### src/rtl/bin_to_bcd_dabble_if.sv
// Conversion request/response bundle for bin_to_bcd_dabble.
// Handshake: enable is taken only while busy=0 (one start per sampled cycle); out_dataV is a one-cycle pulse, output_bcd holds until the next result.
interface bin_to_bcd_dabble_if #(
  parameter int IN_W   = 12,
  parameter int DIGITS = 4
);
  logic [IN_W-1:0]     input_number;
  logic                enable;
  logic [4*DIGITS-1:0] output_bcd;
  logic                out_dataV;
  logic                busy;

  modport master (
    output input_number,
    output enable,
    input  output_bcd,
    input  out_dataV,
    input  busy
  );

  modport slave (
    input  input_number,
    input  enable,
    output output_bcd,
    output out_dataV,
    output busy
  );
endinterface

### src/rtl/bin_to_bcd_dabble.sv
// Iterative double-dabble binary-to-BCD converter: one ADJUST and one SHIFT cycle per input bit.
// A result appears 2*IN_W+1 edges after the start is sampled.
module bin_to_bcd_dabble #(
  parameter int IN_W   = 12,
  parameter int DIGITS = 4
) (
  input  logic                clk,
  input  logic                rst_n,
  bin_to_bcd_dabble_if.slave  bus,
  output logic [1:0]          state_dbg
);

  localparam int BCD_W = 4 * DIGITS;
  localparam int CNT_W = $clog2(IN_W + 1);

  // Largest input must fit in DIGITS decimal digits: 10^DIGITS > 2^IN_W.
  function automatic bit params_ok(input int in_w, input int digits);
    logic [255:0] p10;
    logic [255:0] p2;
    p10 = 256'd1;
    for (int i = 0; i < digits; i++) p10 = p10 * 256'd10;
    p2 = 256'd1 << in_w;
    return (p10 > p2);
  endfunction

  localparam bit PARAMS_OK = params_ok(IN_W, DIGITS);

  generate
    if (!PARAMS_OK) begin : g_bad_params
      $error("bin_to_bcd_dabble: DIGITS too small for IN_W");
    end
  endgenerate

  typedef enum logic [1:0] {
    IDLE   = 2'd0,
    ADJUST = 2'd1,
    SHIFT  = 2'd2,
    DONE   = 2'd3
  } state_t;

  state_t             state;
  state_t             state_n;
  logic [IN_W-1:0]    bin_q;
  logic [BCD_W-1:0]   scratch_q;
  logic [BCD_W-1:0]   scratch_adj;
  logic [CNT_W-1:0]   cnt_q;
  logic [BCD_W-1:0]   bcd_q;
  logic               valid_q;

  always_ff @(posedge clk or negedge rst_n) begin
    if (!rst_n) state <= IDLE;
    else        state <= state_n;
  end

  always_comb begin
    state_n = state;
    case (state)
      IDLE:    if (bus.enable) state_n = ADJUST;
      ADJUST:  state_n = SHIFT;
      SHIFT:   state_n = (cnt_q == CNT_W'(1)) ? DONE : ADJUST;
      DONE:    state_n = IDLE;
      default: state_n = IDLE;
    endcase
  end

  // Add-3 per digit keeps every digit at <= 9 once it is doubled by the next shift.
  always_comb begin
    scratch_adj = scratch_q;
    for (int d = 0; d < DIGITS; d++) begin
      if (scratch_q[4*d +: 4] >= 4'd5) scratch_adj[4*d +: 4] = scratch_q[4*d +: 4] + 4'd3;
    end
  end

  always_ff @(posedge clk or negedge rst_n) begin
    if (!rst_n) begin
      bin_q     <= '0;
      scratch_q <= '0;
      cnt_q     <= '0;
      bcd_q     <= '0;
      valid_q   <= 1'b0;
    end else begin
      valid_q <= 1'b0;
      case (state)
        IDLE: begin
          if (bus.enable) begin
            bin_q     <= bus.input_number;
            scratch_q <= '0;
            cnt_q     <= CNT_W'(IN_W);
          end
        end
        ADJUST: scratch_q <= scratch_adj;
        SHIFT: begin
          {scratch_q, bin_q} <= {scratch_q[BCD_W-2:0], bin_q, 1'b0};
          cnt_q              <= cnt_q - CNT_W'(1);
        end
        DONE: begin
          bcd_q   <= scratch_q;
          valid_q <= 1'b1;
        end
        default: ;
      endcase
    end
  end

  assign bus.output_bcd = bcd_q;
  assign bus.out_dataV  = valid_q;
  assign bus.busy       = (state != IDLE);
  assign state_dbg      = state;

endmodule

### src/flat_wrapper.sv
// flat-port wrapper written by rule: the top's interface ports become plain ports
module bin_to_bcd_dabble_flat 
#(
  parameter int IN_W   = 12,
  parameter int DIGITS = 4
)
  (clk, rst_n, state_dbg, bus_input_number, bus_enable, bus_output_bcd, bus_out_dataV, bus_busy);
  bin_to_bcd_dabble_if #(.IN_W(IN_W), .DIGITS(DIGITS)) bus_i ();
  input  logic clk;
  input  logic rst_n;
  output logic [1:0] state_dbg;
  input wire logic [$bits(bus_i.input_number)-1:0] bus_input_number;
  input wire logic [$bits(bus_i.enable)-1:0] bus_enable;
  output wire logic [$bits(bus_i.output_bcd)-1:0] bus_output_bcd;
  output wire logic [$bits(bus_i.out_dataV)-1:0] bus_out_dataV;
  output wire logic [$bits(bus_i.busy)-1:0] bus_busy;
  assign bus_i.input_number = bus_input_number;
  assign bus_i.enable = bus_enable;
  assign bus_output_bcd = bus_i.output_bcd;
  assign bus_out_dataV = bus_i.out_dataV;
  assign bus_busy = bus_i.busy;
  bin_to_bcd_dabble #(.IN_W(IN_W), .DIGITS(DIGITS)) u_core (.clk(clk), .rst_n(rst_n), .bus(bus_i), .state_dbg(state_dbg));
endmodule
### config.mk
export PLATFORM = sky130hd
export DESIGN_NAME = bin_to_bcd_dabble_flat
export DESIGN_NICKNAME = d
export VERILOG_FILES = /design/src/rtl/bin_to_bcd_dabble_if.sv /design/src/rtl/bin_to_bcd_dabble.sv /design/src/flat_wrapper.sv
export SDC_FILE = /design/constraint.sdc
export NUM_CORES = 1
export LEC_CHECK = 0
export CAP_MARGIN = 0
export CORE_UTILIZATION = 25
export CTS_BUF_LIST = sky130_fd_sc_hd__clkbuf_4 sky130_fd_sc_hd__clkbuf_8
export DETAILED_ROUTE_END_ITERATION = 8
export SLEW_MARGIN = 20
export SYNTH_ARGS = -nofsm -noshare
export SYNTH_HDL_FRONTEND = slang
export SYNTH_SLANG_ARGS = --single-unit
### constraint.sdc
create_clock -name clk -period 1.7 [get_ports clk]
set_input_delay 0.17 -clock clk [delete_from_list [all_inputs] [get_ports clk]]
set_output_delay 0.17 -clock clk [all_outputs]
set_load 0.02 [all_outputs]
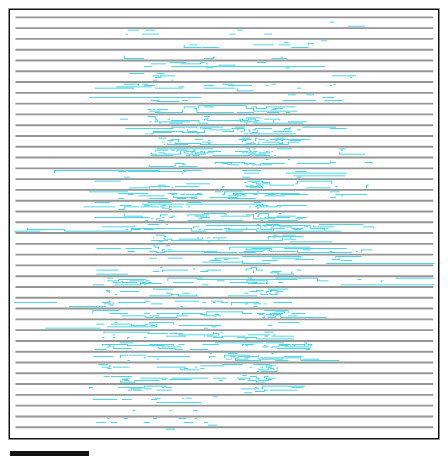
Fig. 1. The metal 1 layer (run 1).
Bar = 20 um. Supply wires on this layer in grey.
nets with wire on the layer	303
share of all routed wire	47%
wire length on this layer	2740 um

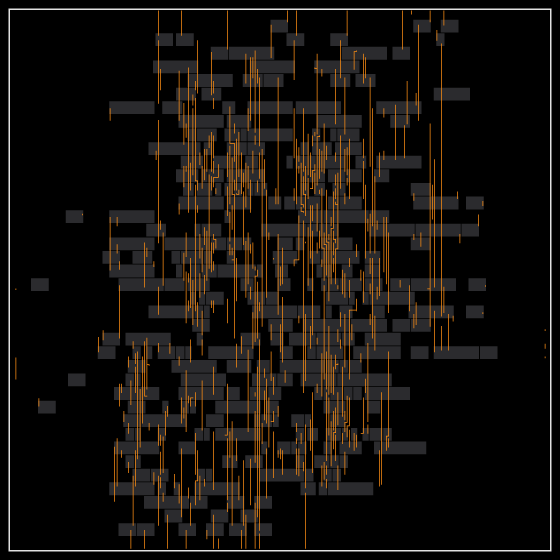
Fig. 2. Signal wires on met2 (run 1).
Cells faint in the background.
nets with wire on the layer	279
share of all routed wire	48%

==> out/metrics.cfg, run 1 <==
[outcome]
status = complete, no violations

[final_timing]
finalCritPeriodShare = 0.960
setup_viol = 0
slew_violations = 0
tightestPinTransition_ns = 0.548
whs_ns = 0.379
finalSetupTns_ns = 0
timing.final.hold_violations = 0
finClkSkew_ns = 0.00384
max_clock_freq_mhz = 613
relSlewSlack = 0.635
layout_min_cycle_time_ns = 1.63
setup_slack_ns = 0.0685

[logic_synthesis]
edf_count = 0
avgSynthCellArea_um2 = 10.8
ys_cells = 259
syn-num-nets = 289
ys_sh_aoi = 0.153
synth-async-reset-ratio = 1.00
top_cells_by_area = dfrtp_1 45%, mux2_2 8.0%, ha_1 6.7%, mux2i_1 6.1%, o21ai_0 5.5%
top_area_cell = dfrtp_1
ys_seq_elements = 51
ys.flop_type = dfrtp_1
ys_chip_area_um2 = 2810
ys_types = 38
simple_gate_area_frac = 0.0955
synthCells = 259
ys_seq_share = 0.455
syn_area_um2 = 2810
synthXorXnorAreaFrac = 0.0219
top_logic_kind = AND-OR/OR-AND gates
synth_warnings = 0
mux_share = 0.146
synth_adder_area_share = 0.0669
top_area_frac = 0.455

[power]
power_density_nw_per_um2 = 1720
p_comb_frac = 0.529
power_leader = combinational logic
power_uw = 6130
combinationalPower_uw = 3240
leakage_uw = 0.00151
power_frac_seq = 0.325
switching_share = 0.405
vdd_ir_drop_max_uv = 650
internal_power_uw = 3650
pg_seq_uw = 1990
p_clk_frac = 0.146
power_clock_uw = 897
switching_power_uw = 2480

[cts]
h-tree-depth = 2
cts_resized = 2
cts_root_buffer = clkbuf_8
clock-sinks = 51
clockBufferDepth = 2
cts_tree = built
cts_setup_buffers = 1
ctsHoldBuffers = 1
path_clk_slew_ns = 0.10
cts-buffers-inserted = 5
clock_latency_ns = 0.31

[worst_setup_path]
critPathSlowestCell = dfrtp_2
criticalPathCategory = reg2reg
path_cells = inv_2 > ha_4 > nand2b_4 > nand2b_4 > a31oi_4 > mux2_2
worst_r2r_path_depth = 6
path_buffers = 1
reg2reg_setup_slack_ns = 0.07
crit_end = u_core.scratch_q[12]
reg2reg_from = u_core.state_dbg[0]
path_delay_family = flip-flops
path_common_cell = nand2b_4
reg2reg_to = u_core.scratch_q[12]
cp-end-kind = flip-flop
critical_path.max_fanout = 12
cp.required_ns = 1.90
cp-startpoint = u_core.state_dbg[0]
cp.depth = 6
max_stage_delay_ns = 0.41
arrival_ns = 1.83
worstSetupStartpointType = flip-flop

[placed_design]
portBuffers = 34
hpwlAfterDp_mm = 4.22
routabilityCongestion = 0.799
placed_area_um2 = 3370
place_ws_ns = -0.00539
dp.cells = 435

[grt]
busiest_layer = met2
grt_max_degree = 28
grt_pass1_vias = 2087
grt_util_met2 = 0.188
overflow = 0
grt_usage = 0.108
antenna_found_initial = 0
grt_first_pass_wirelength_mm = 9.99
met1_usage = 0.131

[floorplanning]
fp_util = 0.258
core.rowCount = 38
core_area_um2 = 10900
io_pins = 35
die_y_um = 108
chipArea_um2 = 11600
die_x_um = 108

[cells_and_area]
layoutNonFillerInstCount = 448
layout_top_cell = dfrtp_1
nets = 337
lay_top_cells = 49 x dfrtp_1, 32 x clkdlybuf4s50_1, 29 x o21ai_0, 23 x nand2_1, 20 x mux2_2
insertedDiodeCount = 0
syn2layout_area_growth_pct = 26.9
fin_util = 0.327
drive_gt1_frac = 0.224
design_area_um2 = 3560

[min_path]
worstHoldPathType = in2async

[flow_run]
cap_violations = 0
tool_warnings = 35

[detailed_routing]
wl_met1_mm = 2.74
drcViolationCount = 0
routed-wl-met3_um = 218
drtAntennaViolNets = 0
first_iter_violations = 55
vias_per_cell = 4.48
routed-wl-met2_mm = 2.78
firstDrtPassIters = 4
highest_layer = met4
avgRoutedWirePerCell_um = 13.0

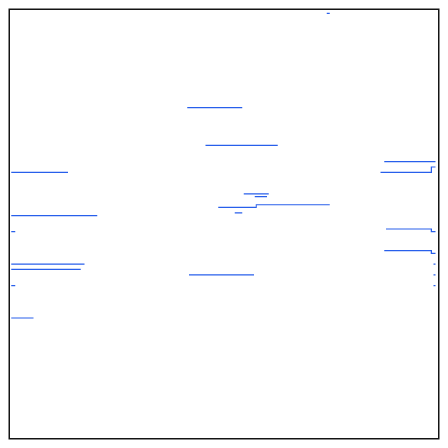
Fig. 3. Metal 3 (run 1).
wire length on this layer	219 um
share of all routed wire	3.8%
DR vias: 2005
final WL: 5.82 mm
met3 GRT Util: 0.0235

run 1: final cells by class:
type	count	area [um^2]
fillers	1082	7330
inverters	21	82.6
flip-flops and latches	51	1280
repair buffers	54	524
clock inverters	2	35.0
well taps	140	175
clock buffers	6	82.6
multi-input cells	174	1380
run 1: registers in the layout (all words and copies together) (netlist names):
| name | count |
|---|---|
| u_core.bus.out_dataV | 1 |
| u_core.cnt_q | 4 |
| u_core.scratch_q | 16 |
| u_core.bin_q | 12 |
| u_core.state_dbg | 2 |
| u_core.bus.output_bcd | 16 |
run 1: cell usage after synthesis (5+ instances only):
cell	number
ha_1	15
o22ai_1	5
inv_1	21
dfrtp_1	51
mux2i_1	17
nand3_1	6
nand2_1	23
nor2_1	6
buf_2	6
mux2_2	20
o21ai_0	31
Fig. 4: run 1, wiring heat map
22 x 22 tiles, from dark blue (low) to red (high), scaled to the fullest tile. Values are wire area over tile area, all layers added.
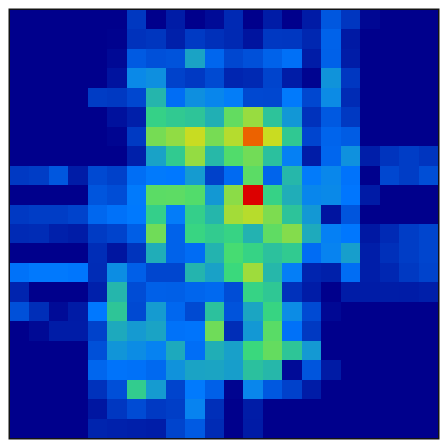

==> inputs of run 2 (changes only) <==
CAP_MARGIN = 30   (was 0)
TNS_END_PERCENT = 5   (was not set)
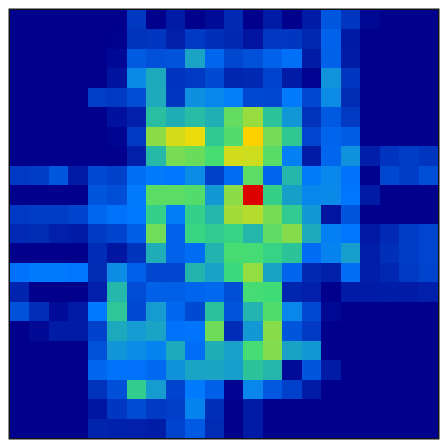
Fig. 5. Wiring heat map (run 2).
22 x 22 tiles, from dark blue (low) to red (high), scaled to the fullest tile. Values are wire area over tile area, all layers added.
tiles over half the peak	7.4%
mean over tiles	0.077
fullest tile	0.48
All-Layer GR Usage: 0.108
DR vias: 1995
DR WL/cell: 13.1 um

==> out/metrics.cfg, run 2 <==
[outcome]
status = complete, no violations

[logic_synthesis]
syn-num-nets = 289
common_cells = 51 x dfrtp_1, 31 x o21ai_0, 23 x nand2_1
ys.flop_type = dfrtp_1
synth_warnings = 0
avgSynthCellArea_um2 = 10.8
ys_types = 38
top_area_cell = dfrtp_1
top_area_frac = 0.455
ys_chip_area_um2 = 2810
top_cells_by_area = dfrtp_1 45%, mux2_2 8.0%, ha_1 6.7%, mux2i_1 6.1%, o21ai_0 5.5%

[detailed_routing]
drtAntennaViolNets = 0
totalWireLength_mm = 5.82
vias_per_cell = 4.48
firstDrtPassIters = 4

[grt]
grt_first_pass_wirelength_mm = 9.96
grt_pass1_vias = 2073
grt_max_degree = 28

[cts]
ctsHoldBuffers = 1
cts_setup_buffers = 0
cts_root_buffer = clkbuf_8
cts-buffers-inserted = 5
clock-sinks = 51
clock_latency_ns = 0.31

[placed_design]
dp.cells = 435
placed_area_um2 = 3370
portBuffers = 34
place_ws_ns = -0.00539

[final_timing]
whs_ns = 0.379
relSlewSlack = 0.635
tightestPinTransition_ns = 0.547
layout_min_cycle_time_ns = 1.64
finalSetupTns_ns = 0
setup_viol = 0
slew_violations = 0
timing.final.hold_violations = 0

[cells_and_area]
nets = 334
regArea_um2 = 1280
logic_gates = 174
lay_top_cells = 49 x dfrtp_1, 32 x clkdlybuf4s50_1, 29 x o21ai_0, 23 x nand2_1, 20 x mux2_2
design_area_um2 = 3540
fin_util = 0.325
insertedDiodeCount = 0
fill_cells = 1083
syn2layout_area_growth_pct = 26.1
layoutNonFillerInstCount = 445
nonClkBufAreaFrac = 0.142
nNonClkInverters = 21
largest_class = logic gates
drive_gt1_frac = 0.216
clock_buffers = 6

[power]
internal_power_uw = 3620
power_density_nw_per_um2 = 1720
switching_share = 0.407
switching_power_uw = 2480
p_clk_frac = 0.147
power_clock_uw = 898
p_comb_frac = 0.525
leakage_uw = 0.00150

[floorplanning]
io_pins = 35
fp_util = 0.258
core.rowCount = 38

[worst_setup_path]
critPathSlowestCell = dfrtp_2
cp-end-kind = flip-flop
reg2reg_setup_slack_ns = 0.06
cp-startpoint = u_core.state_dbg[0]
arrival_ns = 1.84
crit_end = u_core.scratch_q[12]
max_stage_delay_ns = 0.42
path_cells = inv_2 > ha_4 > nand2b_4 > nand2b_4 > a31oi_4 > mux2_2
critical_path.max_fanout = 12
reg2reg_from = u_core.state_dbg[0]

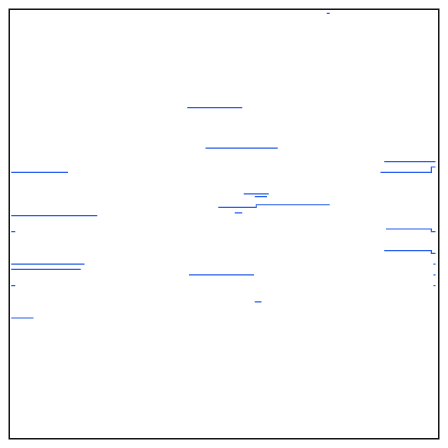
Fig. 6. Metal 3 (run 2).
nets with wire on the layer	20
main direction	horizontal
share of all routed wire	3.8%
longest straight run	21.4 um

[run 2: cell count changes in the layout (fill, tap and decap cells not counted), sizes merged]
| cell | previous run | this run |
|---|---|---|
| buf | 20 | 17 |
[run 2: layer usage]
layer / global-route usage / wire, um / vias up
li1: - / - / 1000
met1: 0.132 / 2740 / 962
met2: 0.188 / 2780 / 28
met3: 0.0229 / 220 / 5
met4: 0.0391 / 90 / 0
met5: 0 / 0 / -
[run 2: kinds of logic after synthesis]
kind of cell               count (synthesis)  share of synthesized area
AOI/OAI and AO/OA                         63                      0.153
DFF                                       51                      0.455
and+or+nand+nor                           51                     0.0954
muxes                                     38                      0.146
xor gates and xnor gates                   7                     0.0219
buffers and inverters                     34                     0.0611
adders and majority gates                 15                     0.0669
==> inputs of run 3 (changes only) <==
SLEW_MARGIN = 40   (was 20)
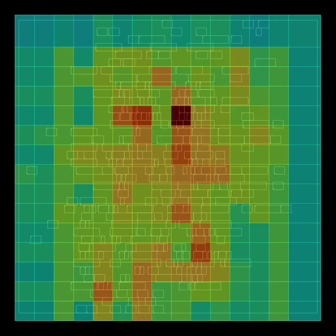
Fig. 7. Track usage over the die (run 3).
final core utilization: 0.325
met3 GRT Util: 0.0229
M2 GR Usage: 0.188

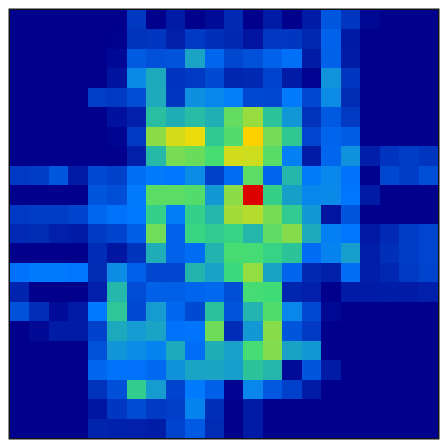
Fig. 8. Wiring heat map (run 3).
22 x 22 tiles, from dark blue (low) to red (high), scaled to the fullest tile. Values are wire area over tile area, all layers added.
emptiest ninth of the die	lower right
mean over tiles	0.077
densest ninth of the die	centre
fullest tile	0.48

==> out/metrics.cfg, run 3 <==
[cells_and_area]
seq_share = 0.361
logic_area_um2 = 1380
regArea_um2 = 1280
fill_cells = 1083
drive_gt1_frac = 0.216
nets = 334
nonClkBufAreaFrac = 0.142
syn2layout_area_growth_pct = 26.1
insertedDiodeCount = 0
layout_top_cell = dfrtp_1
clock_area_frac = 0.0332
n_all_buffers = 51
logic_gates = 174
nNonClkInverters = 21
comb_share = 0.391
layoutNonFillerInstCount = 445
lay_top_cells = 49 x dfrtp_1, 32 x clkdlybuf4s50_1, 29 x o21ai_0, 23 x nand2_1, 20 x mux2_2

[min_path]
worstHoldPathType = in2async

[floorplanning]
chipArea_um2 = 11600
die_y_um = 108
io_pins = 35
die_x_um = 108
fp_util = 0.258
core_area_um2 = 10900
core.rowCount = 38

[detailed_routing]
routed-wl-met2_mm = 2.78
highest_layer = met4
drcViolationCount = 0
wl_met1_mm = 2.74
firstDrtPassIters = 4
vias_per_cell = 4.48
routed-wl-met3_um = 220
totalWireLength_mm = 5.82
drtAntennaViolNets = 0

[cts]
cts_tree = built
path_clk_slew_ns = 0.10
clock_latency_ns = 0.31
clockBufferDepth = 2
ctsHoldBuffers = 1
cts-buffers-inserted = 5
clock-sinks = 51
cts_setup_buffers = 0
cts_root_buffer = clkbuf_8

[grt]
grt_max_degree = 28
grt_usage = 0.108
antenna_found_initial = 0
overflow = 0
busiest_layer = met2
grt_first_pass_wirelength_mm = 9.96
met1_usage = 0.132

[logic_synthesis]
synth_warnings = 0
simple_gate_area_frac = 0.0955
top_logic_kind = AND-OR/OR-AND gates
ys_seq_elements = 51
top_area_frac = 0.455
synth_adder_area_share = 0.0669
synthXorXnorAreaFrac = 0.0219
ys_sh_aoi = 0.153
ys.flop_type = dfrtp_1
syn-num-nets = 289
ys_cells = 259
mux_share = 0.146
synth-async-reset-ratio = 1.00
top_cells_by_area = dfrtp_1 45%, mux2_2 8.0%, ha_1 6.7%, mux2i_1 6.1%, o21ai_0 5.5%
top_area_cell = dfrtp_1
avgSynthCellArea_um2 = 10.8
ys_chip_area_um2 = 2810
syn_area_um2 = 2810
synthCells = 259

[worst_setup_path]
path_delay_family = flip-flops
path_buffers = 1
crit_end = u_core.scratch_q[12]
worst_r2r_path_depth = 6
path_cells = inv_2 > ha_4 > nand2b_4 > nand2b_4 > a31oi_4 > mux2_2
max_stage_delay_ns = 0.42
reg2reg_setup_slack_ns = 0.06
cp.required_ns = 1.90
reg2reg_to = u_core.scratch_q[12]
critPathSlowestCell = dfrtp_2
cp-startpoint = u_core.state_dbg[0]
worstSetupStartpointType = flip-flop
criticalPathCategory = reg2reg
path_common_cell = nand2b_4
cp-end-kind = flip-flop
arrival_ns = 1.84
critical_path.max_fanout = 12
reg2reg_from = u_core.state_dbg[0]
cp.depth = 6

[final_timing]
slew_violations = 0
finClkSkew_ns = 0.00400
max_clock_freq_mhz = 610
setup_slack_ns = 0.0619
setup_viol = 0
layout_min_cycle_time_ns = 1.64
relSlewSlack = 0.635

[outcome]
status = complete, no violations

[placed_design]
routabilityCongestion = 0.799
place_ws_ns = -0.00539
hpwlAfterDp_mm = 4.22
portBuffers = 34

[flow_run]
tool_warnings = 36
cap_violations = 0

[power]
vdd_ir_drop_max_uv = 650
power_density_nw_per_um2 = 1720
leakage_uw = 0.00150

[run 3: cell counts after synthesis]
No cell type changed its count.
[run 3: power breakdown]
| group | internal [uW] | leakage, uW | total (uW) | switching [uW] |
|---|---|---|---|---|
| combinational | 1500 | 0.000773 | 3200 | 1700 |
| clock | 477 | 0.0000612 | 898 | 421 |
| sequential | 1640 | 0.000665 | 2000 | 360 |
| total | 3620 | 0.00150 | 6100 | 2480 |
[run 3: stage by stage]
stage	utilization	cell area [um^2]	total power, uW	TNS, ns
after floorplan	-	2810	4160	0
after global placement	0.309	3370	5070	0
after detailed placement	0.309	3370	5140	-0.00539
after CTS	0.322	3500	6100	0
after global routing	0.325	3540	6570	-0.0738
final	0.325	3540	6100	0
Power is estimated from default activity; no workload was simulated.
